$ cat src/rtl/encap_result_reader_pkg.sv
// Shared McEliece parameter mapping, section tags and reader FSM states.
package encap_result_reader_pkg;

    function automatic int m_of(input int ps);
        return (ps == 1) ? 12 : 13;
    endfunction

    function automatic int t_of(input int ps);
        case (ps)
            1:       return 64;
            2:       return 96;
            3:       return 128;
            4:       return 119;
            default: return 128;
        endcase
    endfunction

    function automatic int n_of(input int ps);
        case (ps)
            1:       return 3488;
            2:       return 4608;
            3:       return 6688;
            4:       return 6960;
            default: return 8192;
        endcase
    endfunction

    function automatic int l_of(input int ps);
        return m_of(ps) * t_of(ps);
    endfunction

    function automatic int c0_words_of(input int ps);
        return (l_of(ps) + 31) / 32;
    endfunction

    localparam int C1_WORDS = 8;
    localparam int K_WORDS  = 8;

    localparam logic [1:0] SEL_C0 = 2'd0;
    localparam logic [1:0] SEL_C1 = 2'd1;
    localparam logic [1:0] SEL_K  = 2'd2;

    typedef enum logic [2:0] {
        S_IDLE  = 3'd0,
        S_RD_C0 = 3'd1,
        S_RD_C1 = 3'd2,
        S_RD_K  = 3'd3,
        S_DRAIN = 3'd4
    } state_e;

    typedef struct packed {
        logic        last;
        logic [1:0]  sel;
        logic [31:0] data;
    } word_t;

    function automatic logic [31:0] bswap32(input logic [31:0] w);
        return {w[7:0], w[15:8], w[23:16], w[31:24]};
    endfunction

endpackage

$ cat src/rtl/encap_result_reader_if.sv
// Encap result memory read ports plus the outgoing valid/ready word stream.
interface encap_result_reader_if #(parameter int C0_AW = 5);
    logic             rd_C0;
    logic [C0_AW-1:0] C0_addr;
    logic [31:0]      C0_out;
    logic             rd_C1;
    logic [2:0]       C1_addr;
    logic [31:0]      C1_out;
    logic             rd_K;
    logic [2:0]       K_addr;
    logic [31:0]      K_out;
    logic [31:0]      dout;
    logic             dout_valid;
    logic             dout_ready;
    logic [1:0]       dout_sel;
    logic             dout_last;

    modport master (
        output rd_C0, C0_addr, rd_C1, C1_addr, rd_K, K_addr,
        output dout, dout_valid, dout_sel, dout_last,
        input  C0_out, C1_out, K_out, dout_ready
    );

    modport slave (
        input  rd_C0, C0_addr, rd_C1, C1_addr, rd_K, K_addr,
        input  dout, dout_valid, dout_sel, dout_last,
        output C0_out, C1_out, K_out, dout_ready
    );
endinterface

$ cat src/rtl/encap_result_reader_skid_fifo2.sv
// Two-entry skid FIFO for tagged result words; head is presented combinationally.
module skid_fifo2
    import encap_result_reader_pkg::*;
(
    input  logic       clk,
    input  logic       rst_n,
    input  logic       push,
    input  word_t      push_data,
    input  logic       pop,
    output word_t      head,
    output logic [1:0] count
);
    word_t mem [2];
    logic  wptr, rptr;
    logic  do_push, do_pop;

    assign do_pop  = pop && (count != 2'd0);
    assign do_push = push && ((count != 2'd2) || do_pop);
    assign head    = mem[rptr];

    always_ff @(posedge clk or negedge rst_n) begin
        if (!rst_n) begin
            mem[0] <= '0;
            mem[1] <= '0;
            wptr   <= 1'b0;
            rptr   <= 1'b0;
            count  <= 2'd0;
        end else begin
            if (do_push) begin
                mem[wptr] <= push_data;
                wptr      <= ~wptr;
            end
            if (do_pop)
                rptr <= ~rptr;
            case ({do_push, do_pop})
                2'b10:   count <= count + 2'd1;
                2'b01:   count <= count - 2'd1;
                default: count <= count;
            endcase
        end
    end
endmodule

$ cat src/rtl/encap_result_reader.sv
// Reads C0, C1 and K out of the encap unit and streams them as tagged words.
// Build option ENCAP_READER_BSWAP_EN byte-reverses each captured word.
module encap_result_reader
    import encap_result_reader_pkg::*;
#(
    parameter int PARAMETER_SET = 1,
    localparam int C0_WORDS = c0_words_of(PARAMETER_SET),
    localparam int C0_AW    = $clog2(C0_WORDS),
    localparam int CNT_W    = (C0_AW > 3) ? C0_AW : 3
) (
    input  logic clk,
    input  logic rst_n,
    input  logic start,
    output logic busy,
    output logic done,
    encap_result_reader_if.master bus
);
    state_e           state, state_nx;
    logic [CNT_W-1:0] cnt, cnt_nx;
    logic             infl, infl_last, cur_last, done_nx, issue;
    logic [1:0]       infl_sel, cur_sel, count;
    logic             rd_c0, rd_c1, rd_k, pop, can_issue;
    logic [2:0]       occ;
    logic [31:0]      raw, cap_data;
    word_t            head;

    assign pop = bus.dout_valid && bus.dout_ready;
    // Credit the word leaving this cycle so a full-rate stream never bubbles.
    assign occ       = {1'b0, count} - {2'b0, pop} + {2'b0, infl};
    assign can_issue = occ < 3'd2;

    always_comb begin
        state_nx = state;
        cnt_nx   = cnt;
        issue    = 1'b0;
        rd_c0    = 1'b0;
        rd_c1    = 1'b0;
        rd_k     = 1'b0;
        cur_sel  = SEL_C0;
        cur_last = 1'b0;
        done_nx  = 1'b0;
        case (state)
            S_IDLE: if (start) begin
                state_nx = S_RD_C0;
                cnt_nx   = '0;
            end
            S_RD_C0: if (can_issue) begin
                issue = 1'b1;
                rd_c0 = 1'b1;
                if (cnt == CNT_W'(C0_WORDS - 1)) begin
                    state_nx = S_RD_C1;
                    cnt_nx   = '0;
                end else cnt_nx = cnt + 1'b1;
            end
            S_RD_C1: if (can_issue) begin
                issue   = 1'b1;
                rd_c1   = 1'b1;
                cur_sel = SEL_C1;
                if (cnt == CNT_W'(C1_WORDS - 1)) begin
                    state_nx = S_RD_K;
                    cnt_nx   = '0;
                end else cnt_nx = cnt + 1'b1;
            end
            S_RD_K: if (can_issue) begin
                issue   = 1'b1;
                rd_k    = 1'b1;
                cur_sel = SEL_K;
                if (cnt == CNT_W'(K_WORDS - 1)) begin
                    cur_last = 1'b1;
                    state_nx = S_DRAIN;
                    cnt_nx   = '0;
                end else cnt_nx = cnt + 1'b1;
            end
            S_DRAIN: if (!infl && pop && (count == 2'd1)) begin
                state_nx = S_IDLE;
                done_nx  = 1'b1;
            end
            default: state_nx = S_IDLE;
        endcase
    end

    always_ff @(posedge clk or negedge rst_n) begin
        if (!rst_n) begin
            state     <= S_IDLE;
            cnt       <= '0;
            infl      <= 1'b0;
            infl_sel  <= SEL_C0;
            infl_last <= 1'b0;
            done      <= 1'b0;
        end else begin
            state     <= state_nx;
            cnt       <= cnt_nx;
            infl      <= issue;
            infl_sel  <= cur_sel;
            infl_last <= cur_last;
            done      <= done_nx;
        end
    end

    always_comb begin
        case (infl_sel)
            SEL_C1:  raw = bus.C1_out;
            SEL_K:   raw = bus.K_out;
            default: raw = bus.C0_out;
        endcase
    end

`ifdef ENCAP_READER_BSWAP_EN
    assign cap_data = bswap32(raw);
`else
    assign cap_data = raw;
`endif

    skid_fifo2 u_fifo (
        .clk       (clk),
        .rst_n     (rst_n),
        .push      (infl),
        .push_data ('{last: infl_last, sel: infl_sel, data: cap_data}),
        .pop       (pop),
        .head      (head),
        .count     (count)
    );

    assign busy           = (state != S_IDLE);
    assign bus.rd_C0      = rd_c0;
    assign bus.rd_C1      = rd_c1;
    assign bus.rd_K       = rd_k;
    assign bus.C0_addr    = (state == S_RD_C0) ? cnt[C0_AW-1:0] : '0;
    assign bus.C1_addr    = (state == S_RD_C1) ? cnt[2:0] : 3'd0;
    assign bus.K_addr     = (state == S_RD_K)  ? cnt[2:0] : 3'd0;
    assign bus.dout       = head.data;
    assign bus.dout_sel   = head.sel;
    assign bus.dout_last  = head.last;
    assign bus.dout_valid = (count != 2'd0);
endmodule

$ cat src/flat_wrapper.sv
// flat-port wrapper written by rule: the top's interface ports become plain ports
module encap_result_reader_flat import encap_result_reader_pkg::*;
#(
    parameter int PARAMETER_SET = 1,
    localparam int C0_WORDS = c0_words_of(PARAMETER_SET),
    localparam int C0_AW    = $clog2(C0_WORDS),
    localparam int CNT_W    = (C0_AW > 3) ? C0_AW : 3
)
  (clk, rst_n, start, busy, done, bus_rd_C0, bus_C0_addr, bus_rd_C1, bus_C1_addr, bus_rd_K, bus_K_addr, bus_dout, bus_dout_valid, bus_dout_sel, bus_dout_last, bus_C0_out, bus_C1_out, bus_K_out, bus_dout_ready);
  encap_result_reader_if #(.C0_AW(($clog2((c0_words_of(1)))))) bus_i ();
  input  logic clk;
  input  logic rst_n;
  input  logic start;
  output logic busy;
  output logic done;
  output wire logic [$bits(bus_i.rd_C0)-1:0] bus_rd_C0;
  output wire logic [$bits(bus_i.C0_addr)-1:0] bus_C0_addr;
  output wire logic [$bits(bus_i.rd_C1)-1:0] bus_rd_C1;
  output wire logic [$bits(bus_i.C1_addr)-1:0] bus_C1_addr;
  output wire logic [$bits(bus_i.rd_K)-1:0] bus_rd_K;
  output wire logic [$bits(bus_i.K_addr)-1:0] bus_K_addr;
  output wire logic [$bits(bus_i.dout)-1:0] bus_dout;
  output wire logic [$bits(bus_i.dout_valid)-1:0] bus_dout_valid;
  output wire logic [$bits(bus_i.dout_sel)-1:0] bus_dout_sel;
  output wire logic [$bits(bus_i.dout_last)-1:0] bus_dout_last;
  input wire logic [$bits(bus_i.C0_out)-1:0] bus_C0_out;
  input wire logic [$bits(bus_i.C1_out)-1:0] bus_C1_out;
  input wire logic [$bits(bus_i.K_out)-1:0] bus_K_out;
  input wire logic [$bits(bus_i.dout_ready)-1:0] bus_dout_ready;
  assign bus_rd_C0 = bus_i.rd_C0;
  assign bus_C0_addr = bus_i.C0_addr;
  assign bus_rd_C1 = bus_i.rd_C1;
  assign bus_C1_addr = bus_i.C1_addr;
  assign bus_rd_K = bus_i.rd_K;
  assign bus_K_addr = bus_i.K_addr;
  assign bus_dout = bus_i.dout;
  assign bus_dout_valid = bus_i.dout_valid;
  assign bus_dout_sel = bus_i.dout_sel;
  assign bus_dout_last = bus_i.dout_last;
  assign bus_i.C0_out = bus_C0_out;
  assign bus_i.C1_out = bus_C1_out;
  assign bus_i.K_out = bus_K_out;
  assign bus_i.dout_ready = bus_dout_ready;
  encap_result_reader #(.PARAMETER_SET(PARAMETER_SET)) u_core (.clk(clk), .rst_n(rst_n), .start(start), .busy(busy), .done(done), .bus(bus_i));
endmodule
$ cat config.mk
export PLATFORM = sky130hd
export DESIGN_NAME = encap_result_reader_flat
export DESIGN_NICKNAME = d
export VERILOG_FILES = /design/src/rtl/encap_result_reader_pkg.sv /design/src/rtl/encap_result_reader_if.sv /design/src/rtl/encap_result_reader_skid_fifo2.sv /design/src/rtl/encap_result_reader.sv /design/src/flat_wrapper.sv
export SDC_FILE = /design/constraint.sdc
export NUM_CORES = 1
export LEC_CHECK = 0
export CAP_MARGIN = 10
export CELL_PAD_IN_SITES_DETAIL_PLACEMENT = 1
export CELL_PAD_IN_SITES_GLOBAL_PLACEMENT = 1
export CORE_MARGIN = 1.5
export CORE_UTILIZATION = 34
export DETAILED_ROUTE_END_ITERATION = 10
export MAX_ROUTING_LAYER = met4
export PLACE_DENSITY_LB_ADDON = 0.05
export SYNTH_ARGS = -nofsm -noshare
export SYNTH_HDL_FRONTEND = slang
export SYNTH_SLANG_ARGS = --single-unit
$ cat constraint.sdc
create_clock -name clk -period 3.59 [get_ports clk]
set_clock_uncertainty 0.15 [all_clocks]
set_input_delay 0.5385 -clock clk [delete_from_list [all_inputs] [get_ports clk]]
set_output_delay 0.5385 -clock clk [all_outputs]
set_load 0.01 [all_outputs]
==> impl_metrics.toml, run 1 <==
# synthesis and place-and-route metrics
[placement]
port_buffers = 151
placed_cell_area_sq_um = 6320
place_inst = 800
place_congestion = 0.796
post-place-ws_ns = -0.0671
dp_hpwl_um = 9590

[final_layout]
stdcell_count = 816
comb_cells = 359
combAreaFraction_pct = 33.9
buffer_area_share_pct = 25.0
antenna_cells = 0
fin_nets = 744
final_cell_mix = "clkdlybuf4s50_1 (147), dfrtp_1 (86), nand2_1 (78), o21ai_0 (73), nor2_1 (41)"
area_delta_synth_final_pct = 43.4
flop_area_sq_um = 2180
fill_cells = 1530
utilization_pct = 49.9
inverters = 10
n_all_buffers = 169
largest_class = "multi-input combinational cells"
final_cell_area_sq_um = 6610
seq_share_pct = 33.0
n_clock_buffer = 15
clkCellAreaFrac_pct = 4.20
combGateArea_sq_um = 2240

[routing]
met2_length_um = 6580
top_layer_used = "met4"
dr_wl_met3_um = 621
drc = 0
drtPass1Iterations = 4
wl_per_cell_um = 16.7
wl_met1_um = 6230
vias = 4101
via_per_inst = 5.03
ant_nets = 0
wl_um = 13700
drt_iter0_drc = 151

[power_and_ir_drop]
power_frac_comb_pct = 49.2
peakVddDrop_v = 0.000305
p_seq_share_pct = 33.7
top_power_group = "combinational logic"
p_per_area_nw_per_um2 = 777
switchingPower_mw = 1.82
total_power_mw = 5.13
leakagePower_nw = 2.75
pg_comb_mw = 2.52
sw_frac_of_total_pct = 35.6
p_int_mw = 3.31

[logic_synthesis]
synthCells = 492
fp_nets = 600
top_cell = "dfrtp_1"
avgSynthCellArea_sq_um = 9.36
top_area_cell = "dfrtp_1"
flop_cell = "dfrtp_1"
common_cells = "dfrtp_1 (87), nand2_1 (78), o21ai_0 (73), nor2_1 (42), mux2_2 (36)"
synthArstFlopShare_pct = 100
ys_cells = 492
area_leaders = "dfrtp_1 (47%), mux2_2 (8.8%), o21ai_0 (7.9%)"
enable_flop_cells = 0
yosysWarnings = 0
postSynthSeqShare_pct = 47.3
synth_top_area_share_pct = 47.3
ys_area_sq_um = 4610

[clock_tree]
cts.path.max_buffers = 2
cts_setup_buffers = 1
cts_resized = 3
cts_made_buffers = 9
clkTransAtPathRegs_ns = 0.06
cts_sinks = 87
clockRootBuffer = "clkbuf_16"
h-tree-depth = 3

[worst_setup_path]
worstSetupEndpoint = "bus_rd_C0"
slowest_delay_ns = 0.40
rr_worst_depth = 13
cp.required_ns = 2.90
critPathCaptureType = "primary output"
cp_num_buf_inv = 4
cp.arrival_ns = 2.71
start_kind = "flip-flop"
r2r_end = "u_core.cnt[3]$_DFFE_PN0P_"
crit_path_frequent_cell = "ha_1"
critPathMaxFanout = 2
path_delay_family = "adder cells"
rr_startpoint = "u_core.u_fifo.count[0]$_DFFE_PN0P_"
crit_type = "flip-flop to primary output"
crit_chain = "inv_1 > ha_1 > nand2b_4 > inv_2 > ha_1 > nand2b_1 > fa_1 > xnor2_2 > buf_4 > and3_1 > dlygate4sd2_1"
crit_cells = 11
r2r_slack_ns = 0.72

[timing]
holdWs_ns = 0.144
finalCriticalPeriod_ns = 3.40
fin_ws_ns = 0.194
rsz0062_at_grt = "false"
tns_ns = 0
slew_headroom_pct = 25.1
max_freq_ghz = 0.294
hold_viol_final = 0
finalSetupViolCount = 0
post-route-period-util_pct = 94.6
tightest_slew_ns = 1.12

[die]
ios = 152
initCoreUtil_pct = 34.8
placementRows = 42
die-area_sq_um = 14300

[global_routing]
grt_util_met2_pct = 34.0
grt.met3_usage_pct = 4.45
antenna_found_initial = 0
grt.busiest_layer = "met2"
grt_max_degree = 71
gr-usage-met1_pct = 25.5
grt_pass1_wl_um = 22500
grt_pass1_vias = 4404

[outcome]
status = "finished, final reports clean"

[run]
warnings = 29
drv_cap = 0

[worst_hold_path]
min_path_type = "primary input to async pin"
[run 1: sequential cells by signal (all words and copies together) (netlist names)]
signal,count
u_core.cnt,5
u_core.done,1
u_core.infl,1
u_core.infl_last,1
u_core.infl_sel,2
u_core.state,3
u_core.u_fifo.count,2
u_core.u_fifo.mem,70
u_core.u_fifo.rptr,1
u_core.u_fifo.wptr,1
[run 1: logic make-up after synthesis]
logic type               Yosys count  share of synthesized area, %
AND-OR/OR-AND                    152                          19.8
XOR/XNOR                           4                         0.924
adder cells (fa/ha/maj)            8                          2.34
buffers and inverters             46                          4.43
flip-flops                        87                          47.3
multiplexers                      38                          9.34
AND/OR/NAND/NOR                  157                          15.9
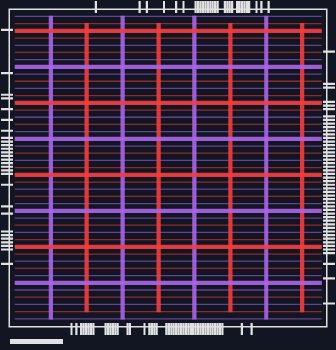
Run 1: supply network
Scale bar: 20 um. Pins as bars on the die edge.
[VSS] purple
[VDD] red
met5 straps: 8
met4 straps: 8
rows: 42
met1 rails: 43
Core ar.: 13200 sq um
die width: 119 um

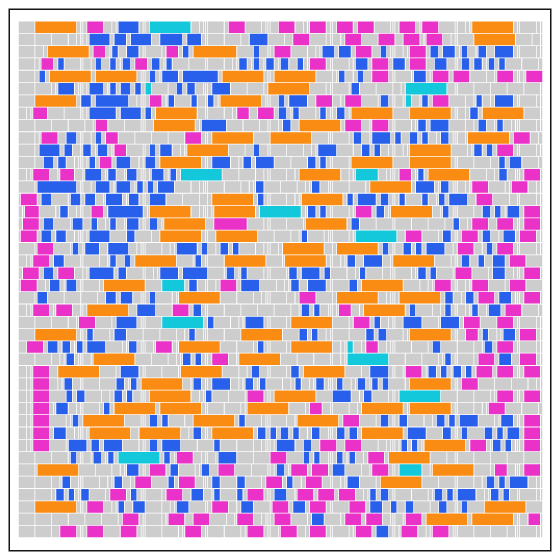
Run 1: cells colored by class
Fill, decap, tap and diode cells in gray.
[other buffers and delay cells] magenta | cells: 169 | share of their area: 26%
[clock drivers and dummy loads] cyan | cells: 15 | share of their area: 4.3%
[all other logic] blue | cells: 369 | share of their area: 36%
[flops] orange | cells: 87 | share of their area: 34%

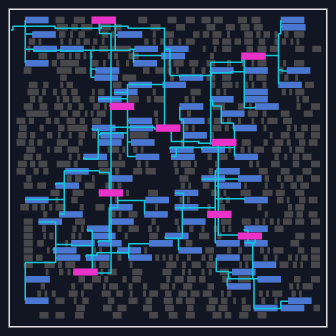
Run 1: clock network drawn from the DEF
[cells driving clock nets] magenta | count: 9
[clock wires] cyan | length: 1150 um
[flip-flops] blue | count: 87
flops lie: widely spread
routed clock nets: 10
Clk. pwr: 0.880 mW
clk ins delay skew pair: 0.34 ns
clock share of power: 17.1%

==> inputs of run 2 (changes only) <==
- SLEW_MARGIN: not set -> 5
==> impl_metrics.toml, run 2 <==
# synthesis and place-and-route metrics
[outcome]
status = "finished, final reports clean"

[power_and_ir_drop]
p_per_area_nw_per_um2 = 777
sw_frac_of_total_pct = 35.6
powerClk_mw = 0.880
leakagePower_nw = 2.75
pg_comb_mw = 2.52
p_seq_share_pct = 33.7
total_power_mw = 5.13
top_power_group = "combinational logic"
power_frac_comb_pct = 49.2
switchingPower_mw = 1.82
p_int_mw = 3.31
clockPowerShare_pct = 17.1

[placement]
place_congestion = 0.796
post-place-ws_ns = -0.0671
dp_hpwl_um = 9590
port_buffers = 151

[logic_synthesis]
aoi_share_pct = 19.8
ys_cells = 492
top_logic_kind = "AND-OR/OR-AND gates"
ys_area_sq_um = 4610
synthArstFlopShare_pct = 100
muxShareOfSynthArea_pct = 9.34
area_leaders = "dfrtp_1 (47%), mux2_2 (8.8%), o21ai_0 (7.9%)"
postSynthSeqShare_pct = 47.3
fa_ha_area_share_pct = 2.34
yosysWarnings = 0
yosys.area_share.simple_pct = 15.9
top_area_cell = "dfrtp_1"
enable_flop_cells = 0
avgSynthCellArea_sq_um = 9.36
common_cells = "dfrtp_1 (87), nand2_1 (78), o21ai_0 (73), nor2_1 (42), mux2_2 (36)"
synth_top_area_share_pct = 47.3
synthCells = 492
syn_area_sq_um = 4610
xor_share_pct = 0.923
top_cell = "dfrtp_1"
flop_cell = "dfrtp_1"

[final_layout]
layout.cells.most_common = "clkdlybuf4s50_1"
drive_gt1_share_pct = 13.1
fill_cells = 1530
clkCellAreaFrac_pct = 4.20
area_delta_synth_final_pct = 43.4
largest_class = "multi-input combinational cells"
top_register = "u_core.u_fifo.mem"
combGateArea_sq_um = 2240
n_clock_buffer = 15
combAreaFraction_pct = 33.9
antenna_cells = 0
inverters = 10
fin_nets = 744
final_cell_mix = "clkdlybuf4s50_1 (147), dfrtp_1 (86), nand2_1 (78), o21ai_0 (73), nor2_1 (41)"
stdcell_count = 816
comb_cells = 359
reg_top3 = "u_core.u_fifo.mem x70, u_core.cnt x5, u_core.state x3"
buffer_area_share_pct = 25.0
flop_area_sq_um = 2180
largest_register_ffs = 70
n_all_buffers = 169

[clock_tree]
cts_resized = 3
cts.path.max_buffers = 2
clockRootBuffer = "clkbuf_16"
clkTransAtPathRegs_ns = 0.06
cts_setup_buffers = 1
clock_latency_ns = 0.34
h-tree-depth = 3

[worst_setup_path]
r2r_slack_ns = 0.72
crit_type = "flip-flop to primary output"
crit_cells = 11
cp_num_buf_inv = 4
critPathCaptureType = "primary output"
crit_chain = "inv_1 > ha_1 > nand2b_4 > inv_2 > ha_1 > nand2b_1 > fa_1 > xnor2_2 > buf_4 > and3_1 > dlygate4sd2_1"
cp.arrival_ns = 2.71
cp.required_ns = 2.90
rr_startpoint = "u_core.u_fifo.count[0]$_DFFE_PN0P_"
critPathMaxFanout = 2
path_delay_family = "adder cells"
rr_worst_depth = 13
start_kind = "flip-flop"
crit_path_frequent_cell = "ha_1"
slowest_delay_ns = 0.40

[global_routing]
grt.busiest_layer = "met2"
grt_pass1_vias = 4404
grt_util_met2_pct = 34.0
grt.met3_usage_pct = 4.45
gr-usage-met1_pct = 25.5
grt_pass1_wl_um = 22500
grt_max_degree = 71
antenna_found_initial = 0

[timing]
slew_headroom_pct = 25.1
rsz0062_at_grt = "false"
max_freq_ghz = 0.294
holdWs_ns = 0.144
post-route-period-util_pct = 94.6
finalCriticalPeriod_ns = 3.40
tightest_slew_ns = 1.12
hold_viol_final = 0

[routing]
via_per_inst = 5.03
drc = 0
wl_per_cell_um = 16.7
drt_iter0_drc = 151
met2_length_um = 6580
drtPass1Iterations = 4
wl_met1_um = 6230
wl_um = 13700
top_layer_used = "met4"
dr_wl_met3_um = 621
vias = 4101
ant_nets = 0

[worst_hold_path]
min_path_type = "primary input to async pin"

[run]
drv_cap = 0
warnings = 29

[die]
core_sq_um = 13200
die-area_sq_um = 14300
initCoreUtil_pct = 34.8
tap_cells = 176
ios = 152
die_w_um = 119
run 2: worst min-delay path by stage:
stage	endpoint	slack, ns	depth (start not counted)
2_1_floorplan	u_core.cnt[0]$_DFFE_PN0P_	0.09	0
3_3_place_gp	u_core.u_fifo.mem[20]$_DFFE_PN0P_	0.31	2
3_5_place_dp	u_core.u_fifo.mem[18]$_DFFE_PN0P_	0.32	2
4_1_cts	u_core.u_fifo.mem[18]$_DFFE_PN0P_	0.17	1
5_1_grt	u_core.u_fifo.mem[53]$_DFFE_PN0P_	0.21	1
6_report	u_core.u_fifo.mem[18]$_DFFE_PN0P_	0.14	1
run 2: through the flow:
stage	instance area (sq um)	TNS, ns
2_1_floorplan	4610	0
3_3_place_gp	6320	-0.113
3_5_place_dp	6320	-0.149
4_1_cts	6610	0
5_1_grt	6610	0
6_report	6610	0
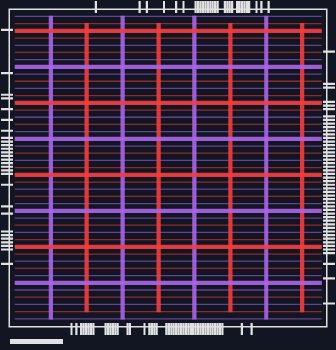
Run 2: supply network
Scale bar: 20 um. Pins as bars on the die edge.
[VSS] purple
[VDD] red
met5 straps: 8
met1 rails: 43
Die Y: 119 um
maximum VDD drop: 0.000305 V

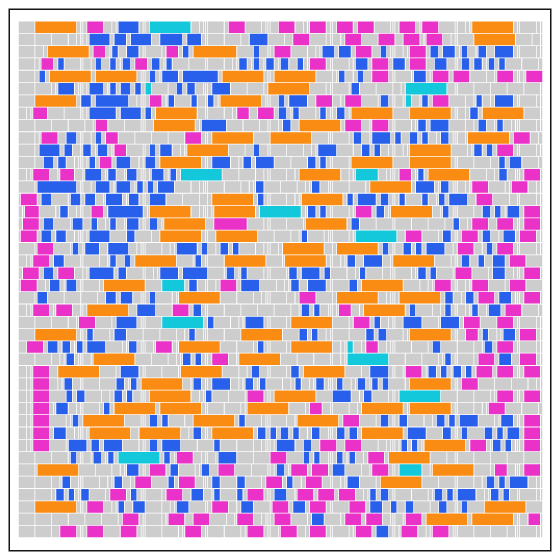
Run 2: cells colored by class
Fill, decap, tap and diode cells in gray.
[flops] orange | cells: 87 | share of their area: 34%
[other buffers and delay cells] magenta | cells: 169 | share of their area: 26%
[all other logic] blue | cells: 369 | share of their area: 36%
[clock drivers and dummy loads] cyan | cells: 15 | share of their area: 4.3%
FP Rows: 42
fin area: 6610 sq um
Seq/total area: 33.0%
Core Util, Final: 49.9%

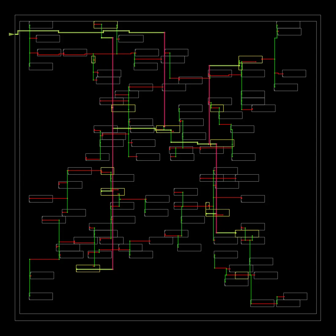
Run 2: clock routing
CTS sink cnt: 87
cts bufs inserted: 9
flop count: 87

Power is estimated from default activity; no workload was simulated.
